### Sequential cells colored by netlist name

Other sequential cells in the stronger gray, the rest of the logic in the fainter gray.
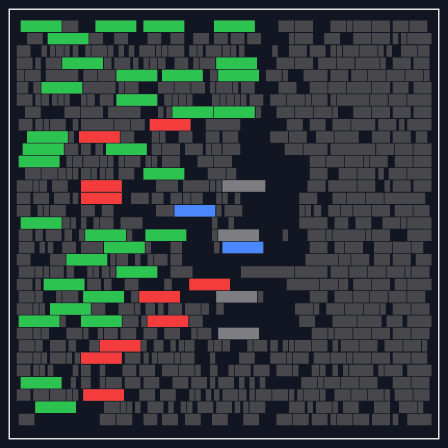
### Clock network drawn from the DEF

Bar = 20 um.
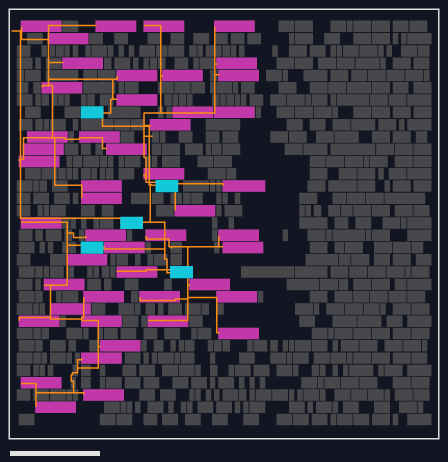
`config.mk`:
```
export PLATFORM = sky130hd
export DESIGN_NAME = mem_arbiter
export DESIGN_NICKNAME = d
export VERILOG_FILES = /design/src/rtl/mem_arbiter.sv
export SDC_FILE = /design/constraint.sdc
export NUM_CORES = 1
export LEC_CHECK = 0
export ABC_AREA = 1
export ABC_CLOCK_PERIOD_IN_PS = 1500
export CORE_UTILIZATION = 30
export CTS_BUF_LIST = sky130_fd_sc_hd__clkbuf_4 sky130_fd_sc_hd__clkbuf_8 sky130_fd_sc_hd__clkbuf_16
export CTS_CLUSTER_DIAMETER = 150
export CTS_CLUSTER_SIZE = 30
export DETAILED_ROUTE_END_ITERATION = 6
export GPL_TIMING_DRIVEN = 0
export MAX_ROUTING_LAYER = met4
export PLACE_DENSITY = 0.82
export SLEW_MARGIN = 10
export SYNTH_ARGS = -nofsm -noshare
export SYNTH_HDL_FRONTEND = slang
export SYNTH_SLANG_ARGS = --single-unit
export TNS_END_PERCENT = 30
```
`constraint.sdc`:
```
create_clock -name clk -period 1.5 [get_ports clk]
set_input_delay 0.225 -clock clk [delete_from_list [all_inputs] [get_ports clk]]
set_output_delay 0.225 -clock clk [all_outputs]
set_load 0.05 [all_outputs]
```
`src/rtl/mem_arbiter.sv`:
```
// Round-robin arbiter sharing one single-port word memory between a fetch port and a load/store port.
// One access in flight: IDLE (grant) -> ACCESS (memory cycle) -> RESP (response pulse).
module mem_arbiter #(
    parameter int DATA_W      = 32,
    parameter int ADDR_W      = 10,
    parameter bit RANGE_CHECK = 1'b1
) (
    input  logic              clk,
    input  logic              rst_n,
    input  logic              if_req,
    input  logic [31:0]       if_addr,
    output logic              if_ready,
    output logic              if_rvalid,
    output logic [DATA_W-1:0] if_rdata,
    output logic              if_err,
    input  logic              d_req,
    input  logic              d_we,
    input  logic [31:0]       d_addr,
    input  logic [DATA_W-1:0] d_wdata,
    output logic              d_ready,
    output logic              d_rvalid,
    output logic [DATA_W-1:0] d_rdata,
    output logic              d_err,
    output logic              mem_we,
    output logic [ADDR_W-1:0] mem_addr,
    output logic [DATA_W-1:0] mem_wdata,
    input  logic [DATA_W-1:0] mem_rdata
);

    typedef enum logic [1:0] {IDLE, ACCESS, RESP} state_e;

    state_e              state_q, state_d;
    logic                last_d_q, last_d_d;   // 1: data port won the previous grant
    logic                port_d_q, port_d_d;   // 1: access in flight belongs to data port
    logic                we_q, we_d;
    logic                err_q, err_d;
    logic                mem_we_q, mem_we_d;
    logic [ADDR_W-1:0]   mem_addr_q, mem_addr_d;
    logic [DATA_W-1:0]   mem_wdata_q, mem_wdata_d;
    logic                grant_d, grant_if;
    logic [31:0]         sel_addr;
    logic                sel_err;
    logic                resp, resp_data_ok;

    function automatic logic addr_err(input logic [31:0] a);
        logic e;
        e = |a[1:0];
        if (RANGE_CHECK) e = e | (|a[31:ADDR_W+2]);
        return e;
    endfunction

    // NOTE: every variable assigned in this block gets a default first so no latch is inferred.
    always_comb begin
        state_d     = state_q;
        last_d_d    = last_d_q;
        port_d_d    = port_d_q;
        we_d        = we_q;
        err_d       = err_q;
        mem_we_d    = 1'b0;
        mem_addr_d  = mem_addr_q;
        mem_wdata_d = mem_wdata_q;
        grant_d     = 1'b0;
        grant_if    = 1'b0;
        sel_addr    = grant_d ? d_addr : if_addr;
        sel_err     = 1'b0;

        case (state_q)
            IDLE: begin
                grant_d  = d_req && (!if_req || !last_d_q);
                grant_if = if_req && !grant_d;
                sel_addr = grant_d ? d_addr : if_addr;
                sel_err  = addr_err(sel_addr);
                if (grant_d || grant_if) begin
                    state_d    = ACCESS;
                    last_d_d   = grant_d;
                    port_d_d   = grant_d;
                    we_d       = grant_d && d_we;
                    err_d      = sel_err;
                    mem_addr_d = sel_addr[ADDR_W+1:2];
                    mem_we_d   = grant_d && d_we && !sel_err;
                    if (grant_d) mem_wdata_d = d_wdata;
                end
            end
            ACCESS:  state_d = RESP;
            RESP:    state_d = IDLE;
            default: state_d = IDLE;
        endcase
    end

    // NOTE: state and control registers use non-blocking assignments; the async reset also
    // kills mem_we at once so a store caught mid-ACCESS never reaches the memory.
    always_ff @(posedge clk or negedge rst_n) begin
        if (!rst_n) begin
            state_q     <= IDLE;
            last_d_q    <= 1'b0;
            port_d_q    <= 1'b0;
            we_q        <= 1'b0;
            err_q       <= 1'b0;
            mem_we_q    <= 1'b0;
            mem_addr_q  <= '0;
            mem_wdata_q <= '0;
        end else begin
            state_q     <= state_d;
            last_d_q    <= last_d_d;
            port_d_q    <= port_d_d;
            we_q        <= we_d;
            err_q       <= err_d;
            mem_we_q    <= mem_we_d;
            mem_addr_q  <= mem_addr_d;
            mem_wdata_q <= mem_wdata_d;
        end
    end

    // Ready is gated by rst_n so nothing appears accepted while reset is held.
    assign d_ready      = grant_d && rst_n;
    assign if_ready     = grant_if && rst_n;

    assign resp         = (state_q == RESP);
    assign resp_data_ok = resp && !we_q && !err_q;
    assign d_rvalid     = resp && port_d_q;
    assign if_rvalid    = resp && !port_d_q;
    assign d_err        = d_rvalid && err_q;
    assign if_err       = if_rvalid && err_q;
    assign d_rdata      = (resp_data_ok && port_d_q) ? mem_rdata : '0;
    assign if_rdata     = (resp_data_ok && !port_d_q) ? mem_rdata : '0;

    assign mem_we       = mem_we_q;
    assign mem_addr     = mem_addr_q;
    assign mem_wdata    = mem_wdata_q;

endmodule
```
==> out/results.ini <==
[status]
status = finished, violations left
violations = negative setup slack

[yosys]
most_common_cell = nor2_1
synth-area-yosys_sq_um = 2580
yosys.area.top_type_share_pct = 46.6
avgSynthCellArea_sq_um = 6.92
area_leaders = dfrtp_1, nor2_1, nand2_1, nand3_1, inv_1
top_cells_by_count = nor2_1, nand2_1, dfrtp_1
largest_area_cell = dfrtp_1
synth-edff-count = 0
ys_types = 18
synth_stat.cells = 373

[critical_path]
cp-end-kind = output pin
cp.required_ps = 1270
timing.rr.start = state_q[0]$_DFFE_PN0P_
path_max_fanout = 6
cp.arrival_ps = 1690
startpoint = state_q[1]$_DFFE_PN0P_
crit_path_max_incr_delay_ps = 380
start_kind = register
cp.depth = 8
criticalPathCategory = register to output pin

[cells_and_area]
final_area_sq_um = 6210
num-fill-cells = 588
comb_share_pct = 26.2
comb_area_sq_um = 1630
flop-count = 48
drive_gt1_share_pct = 29.5
seq_area_share_pct = 19.3
inverters = 42
clockBufferCount = 5
buf_share_pct = 48.4
register_area_sq_um = 1200
buffers = 281

[min_path]
hold_path_startpoint = state_q[1]$_DFFE_PN0P_
hold_class = register to register

[final_timing]
fin_crit_sh_pct = 128
worst_slack_ps = -414
timing.hold.ws_ps = 464
finalCriticalPeriod_ps = 1910
fmax_ghz = 0.522
setup_viol_count_final = 69
worst_slew_pin_slew_ps = 544
grt_setup_unrepaired = true
clock-skew-final_ps = 8.58
drv_slew = 0

[placed_design]
place_inst = 724
portBuffers = 245
dpl_cell_area_sq_um = 5720
dp_hpwl_um = 8490
place.gp.congestion = 0.798

[floorplanning]
rows = 33
chipArea_sq_um = 8970
die_w_um = 94.7
nWellTaps = 105
fp_util_pct = 31.2
core_sq_um = 8260

[run]
drv_cap = 0
warnings = 29

[power]
total_power_uw = 9420
p_leak_uw = 0.00292

[cts]
cts.path.max_buffers = 2
holdBufCountCts = 5
clk_latency_ps = 300
cts_tree = yes
post_cts_buffers = 7
cts_resized = 549

[global_routing]
first_global_vias = 3485
grt_usage_pct = 25.1
grt_pass1_wl_um = 16900
globalRouteOverflowTotal = 0

[drt]
dr.pass1.iters = 4
wl_per_cell_um = 15.1
drt-total-wl_um = 11300

About 'Sequential cells colored by netlist name':
| name in the netlist | color | placed flops |
|---|---|---|
| mem_wdata | green | 32 |
| mem_addr | red | 10 |
| state_q | blue | 2 |
P_seq: 2240 uW
post-layout util: 75.3%

About 'Clock network drawn from the DEF':
[clock drivers] cyan | count: 5
[clock wires] orange | length: 583 um
[flip-flops] magenta | count: 48
routed clock nets: 6

-- where the power goes --
| part | leakage, uW | switching (uW) | total, uW | internal (uW) |
|---|---|---|---|---|
| Clock | 0.0000400 | 425 | 742 | 316 |
| Sequential | 0.000585 | 336 | 2240 | 1910 |
| Combinational | 0.00229 | 4380 | 6430 | 2060 |
-- registers in the layout, indices dropped and copies added (netlist names) --
name / cells
err_q: 1
mem_we: 1
mem_wdata: 32
state_q: 2
port_d_q: 1
mem_addr: 10
we_q: 1
-- cells in the final DEF, fill, tap and decap left out, types with 2 or more instances in the layout --
master	instances
clkinvlp_4	2
nor2_4	64
nand3_4	2
nand3_1	38
inv_2	2
buf_12	9
clkbuf_4	2
clkbuf_8	5
buf_2	5
dlygate4sd3_1	2
buf_4	11
inv_1	38
nor2_1	40
dfrtp_1	47
nand2_4	2
buf_8	19
buf_6	54
nor2_2	3
clkdlybuf4s50_1	130
nand2_1	98
a31oi_1	10
dlygate4sd2_1	45
-- path summary, 6_finish.rpt --
| path | slack (ps) | endpoint |
|---|---|---|
| min in group asynchronous | 570 | mem_wdata[15]$_DFFE_PN0P_ |
| max in group asynchronous | 760 | port_d_q$_DFFE_PN0P_ |
| max | -410 | d_rdata[24] |
| min | 460 | state_q[1]$_DFFE_PN0P_ |
| min reg2reg | 460 | state_q[1]$_DFFE_PN0P_ |
| max reg2reg | 0 | mem_wdata[17]$_DFFE_PN0P_ |
-- per-layer routing --
metal  up-vias  wire [um]  GRT usage, %
met5         -          0             -
met2       168       6100          45.9
met4         0        144          6.69
li1       1668          -             -
met3        14       1070          6.12
met1      1601       3970          26.7
-- logic make-up after synthesis --
logic type	synth area share, %
flops	46.6
simple gates	38.9
buf+inv	11.1
compound gates	3.44
No activity file was given, so power comes from the tool's default toggle rates.
